Fig. 1: routed metal, one colour a layer
Only two layers are drawn.
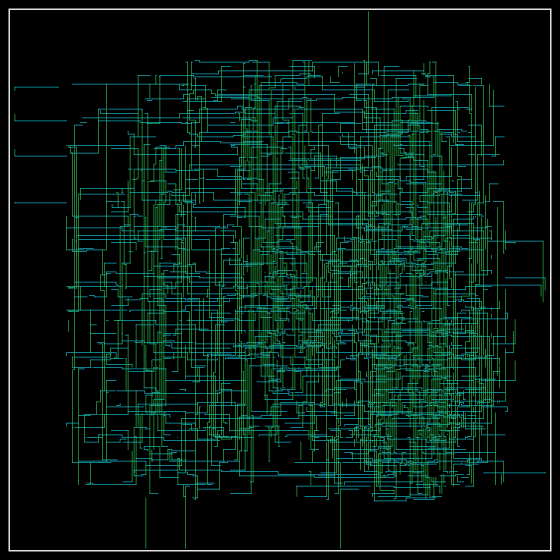
Fig. 2: selected gate families
Scale bar: 50 um.
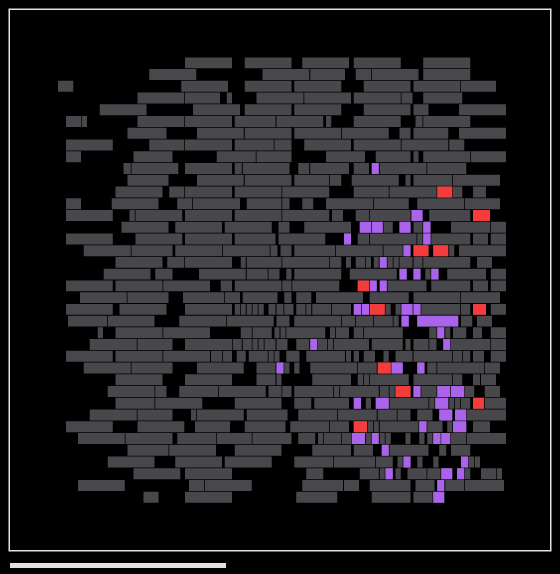
Fig. 3: I/O pins on the die edge
Pins as bars across the die edge, other pins in grey.
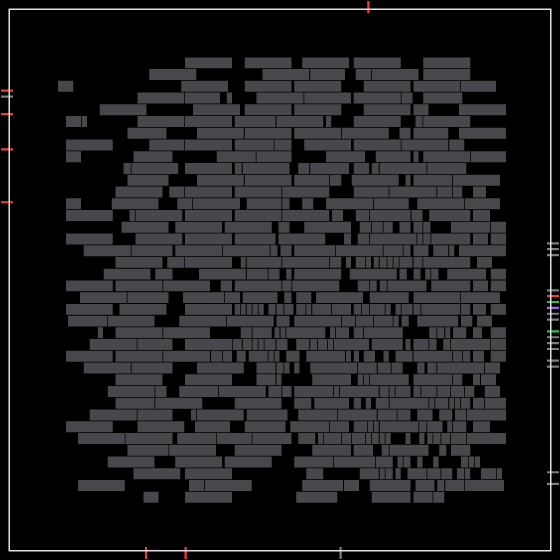
Fig. 4: the clock network
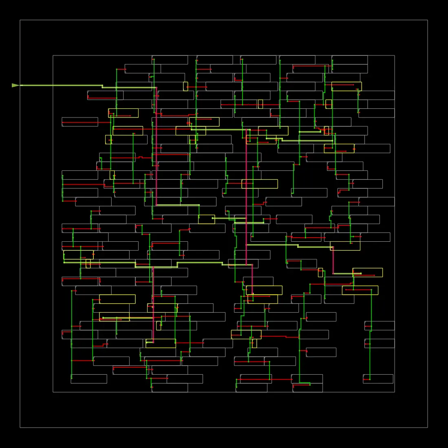
--- config.mk ---
export PLATFORM = sky130hd
export DESIGN_NAME = fifo_avalon_ctrl
export DESIGN_NICKNAME = d
export VERILOG_FILES = /design/src/rtl/fifo_avalon_ctrl.sv
export SDC_FILE = /design/constraint.sdc
export NUM_CORES = 1
export LEC_CHECK = 0
export CORE_MARGIN = 10
export CORE_UTILIZATION = 65
export DETAILED_ROUTE_END_ITERATION = 10
export PLACE_DENSITY = 0.9
export RECOVER_POWER = 50
export SKIP_CTS_REPAIR_TIMING = 1
export SYNTH_ARGS = -nofsm -noshare
export SYNTH_HDL_FRONTEND = slang
export SYNTH_SLANG_ARGS = --single-unit
--- constraint.sdc ---
create_clock -name clk -period 4.25 [get_ports clk]
set_clock_uncertainty 0.15 [all_clocks]
set_input_delay 0.85 -clock clk [delete_from_list [all_inputs] [get_ports clk]]
set_output_delay 0.85 -clock clk [all_outputs]
set_load 0.005 [all_outputs]
--- src/rtl/fifo_avalon_ctrl.sv ---
// Avalon-MM CSR-mapped FIFO with sticky flags, thresholds and flush.
// Optional level interrupt and IRQ_MASK register enabled by macro FIFO_IRQ_EN.
module fifo_avalon_ctrl #(
   parameter int WIDTH         = 8,
   parameter int POINTER_WIDTH = 4,
   parameter int DEPTH         = 16
) (
   input  logic             clk,
   input  logic             reset,
   input  logic [2:0]       avalon_address,
   input  logic             avalon_write,
   input  logic             avalon_read,
   input  logic [WIDTH-1:0] avalon_writedata,
   output logic [WIDTH-1:0] avalon_readdata,
   output logic [1:0]       avalon_status,
   output logic             irq
);
   localparam int CW = POINTER_WIDTH + 1;

   logic [WIDTH-1:0]         mem [DEPTH];
   logic [POINTER_WIDTH-1:0] wr_ptr;
   logic [POINTER_WIDTH-1:0] rd_ptr;
   logic [CW-1:0]            count;
   logic [CW-1:0]            af_thresh;
   logic [CW-1:0]            ae_thresh;
   logic                     overflow;
   logic                     underflow;
   logic [3:0]               irq_mask;
   logic                     full;
   logic                     empty;
   logic [5:0]               status;
   logic                     wr;
   logic                     rd;
   logic                     sel_data;
   logic                     push;
   logic                     pop;
   logic                     flush;
   logic                     sts_wr;
   logic [WIDTH-1:0]         rd_val;

   assign full     = (count == CW'(DEPTH));
   assign empty    = (count == '0);
   assign status   = {underflow, overflow,
                      (count >= af_thresh),
                      (count <= ae_thresh),
                      full, empty};
   assign avalon_status = {full, empty};

   // a read strobe coinciding with a write strobe is dropped
   assign wr       = avalon_write;
   assign rd       = avalon_read & ~avalon_write;
   assign sel_data = (avalon_address == 3'd0);
   assign push     = wr & sel_data & ~full;
   assign pop      = rd & sel_data & ~empty;
   assign sts_wr   = wr & (avalon_address == 3'd1);
   assign flush    = wr & (avalon_address == 3'd6) & avalon_writedata[0];

   always_ff @(posedge clk) begin
      if (push)
         mem[wr_ptr] <= avalon_writedata;
   end

   always_ff @(posedge clk or negedge reset) begin
      if (!reset) begin
         wr_ptr <= '0;
         rd_ptr <= '0;
         count  <= '0;
      end else if (flush) begin
         wr_ptr <= '0;
         rd_ptr <= '0;
         count  <= '0;
      end else begin
         if (push) begin
            wr_ptr <= wr_ptr + 1'b1;
            count  <= count + 1'b1;
         end
         if (pop) begin
            rd_ptr <= rd_ptr + 1'b1;
            count  <= count - 1'b1;
         end
      end
   end

   // set events take priority over a write-one-to-clear
   always_ff @(posedge clk or negedge reset) begin
      if (!reset) begin
         overflow  <= 1'b0;
         underflow <= 1'b0;
      end else begin
         if (wr & sel_data & full)
            overflow <= 1'b1;
         else if (sts_wr & avalon_writedata[4])
            overflow <= 1'b0;
         if (rd & sel_data & empty)
            underflow <= 1'b1;
         else if (sts_wr & avalon_writedata[5])
            underflow <= 1'b0;
      end
   end

   always_ff @(posedge clk or negedge reset) begin
      if (!reset) begin
         af_thresh <= CW'(DEPTH - 2);
         ae_thresh <= CW'(2);
      end else if (wr) begin
         if (avalon_address == 3'd3)
            af_thresh <= avalon_writedata[CW-1:0];
         if (avalon_address == 3'd4)
            ae_thresh <= avalon_writedata[CW-1:0];
      end
   end

`ifdef FIFO_IRQ_EN
   always_ff @(posedge clk or negedge reset) begin
      if (!reset) begin
         irq_mask <= '0;
         irq      <= 1'b0;
      end else begin
         if (wr && avalon_address == 3'd5)
            irq_mask <= avalon_writedata[3:0];
         irq <= |(status[5:2] & irq_mask);
      end
   end
`else
   assign irq_mask = '0;
   assign irq      = 1'b0;
`endif

   always_comb begin
      rd_val = '0;
      case (avalon_address)
         3'd0: if (!empty) rd_val = mem[rd_ptr];
         3'd1: rd_val[5:0]    = status;
         3'd2: rd_val[CW-1:0] = count;
         3'd3: rd_val[CW-1:0] = af_thresh;
         3'd4: rd_val[CW-1:0] = ae_thresh;
         3'd5: rd_val[3:0]    = irq_mask;
         default: rd_val = '0;
      endcase
   end

   always_ff @(posedge clk or negedge reset) begin
      if (!reset)
         avalon_readdata <= '0;
      else if (rd)
         avalon_readdata <= rd_val;
   end

endmodule

==> Implementation_results.wiki <==
== Flow metrics ==
{| class="wikitable"
! Metric !! Value
|-
| Multi-input gate area in the final layout || 2190 um2
|-
| Data required time at the worst endpoint || 4.55 ns
|-
| Final critical-path setup slack || 0.832 ns
|-
| Post-route design area || 8070 um2
|-
| Hold WS || 0.343 ns
|-
| CP arrival || 3.72 ns
|-
| Global route overflow || 0
|-
| Area fraction of the dominant cell type after synthesis || 0.535
|-
| DR WL/cell || 25.7 um
|-
| Number of maximum-capacitance constraint violations || 0
|-
| Met2 wire length || 8.24 mm
|-
| Top Ports || 26
|-
| Share of the cycle needed by the critical path after routing || 0.804
|-
| Buffer count excluding the clock tree in the final layout || 42
|-
| Count of input and output buffers || 24
|-
| Die Width || 125 um
|-
| Largest net degree at the start of global routing || 29
|-
| Met3 wire length || 1.15 mm
|-
| Sequential cell fraction of total power || 0.437
|-
| First-pass iteration count of the detailed router || 7
|-
| Share of final layout cell area taken by non-clock buffers || 0.0456
|-
| First-pass GRT wire length || 25.3 mm
|-
| Async SR Flop Fraction || 0.205
|-
| Biggest power consumer among the groups || registers
|-
| Post-layout utilization of the core || 0.744
|-
| Cell types with the largest area share after synthesis || sky130_fd_sc_hd__edfxtp_1 (54%), sky130_fd_sc_hd__dfrtp_1 (10%), sky130_fd_sc_hd__mux4_2 (6.6%), sky130_fd_sc_hd__mux4_1 (4.4%), sky130_fd_sc_hd__ha_1 (3.1%)
|-
| Leakage component of the power || 2.88 nW
|-
| Worst reg2reg path depth || 9
|-
| HP Class || reg -> reg
|-
| Power per cell area || 571 nW/um2
|-
| Hold worst-path end || overflow
|-
| Number of standard cells reported by yosys || 431
|-
| Adders+Majority by Area || 0.0341
|-
| Status || complete, no violations
|-
| Chip Height || 125 um
|-
| Buffers & Inverters on Critical Path || 2
|-
| Dominant kind of combinational cell || multiplexers
|-
| Share of cells above drive strength 1 || 0.181
|-
| Mean area per synthesized cell || 16.7 um2
|-
| Site row count || 38
|-
| Leading cell category by total area || sequential cells
|-
| Met1 track demand over resource || 0.262
|-
| Time the worst path needs with I/O delays and setup || 3.42 ns
|}
-- Fig. 1 (at the start) --
| layer | colour | wire length |
|---|---|---|
| M2 | green | 8,240 um |
| M1 | cyan | 6,230 um |

-- Fig. 2 (at the start) --
| family | colour | cells |
|---|---|---|
| aoi and oai cells | purple | 49 |
| non-inverting ao/oa cells | red | 11 |

-- Fig. 3 (at the start) --
| port | colour | pins | direction | edge |
|---|---|---|---|---|
| `avalon_status` | green | 2 | output | right |
| `avalon_writedata` | red | 8 | input | 4 left, 2 bottom, 1 top, 1 right |
| `avalon_read` | purple | 1 | input | right |
all pins by edge: 17 right, 5 left, 3 bottom, 1 top

-- Fig. 4 (at the start) --
total CTS buffers: 17
flip-flops: 161
Clock net power: 1.51 mW
clock buffer count: 22

Power is estimated from default activity; no workload was simulated.
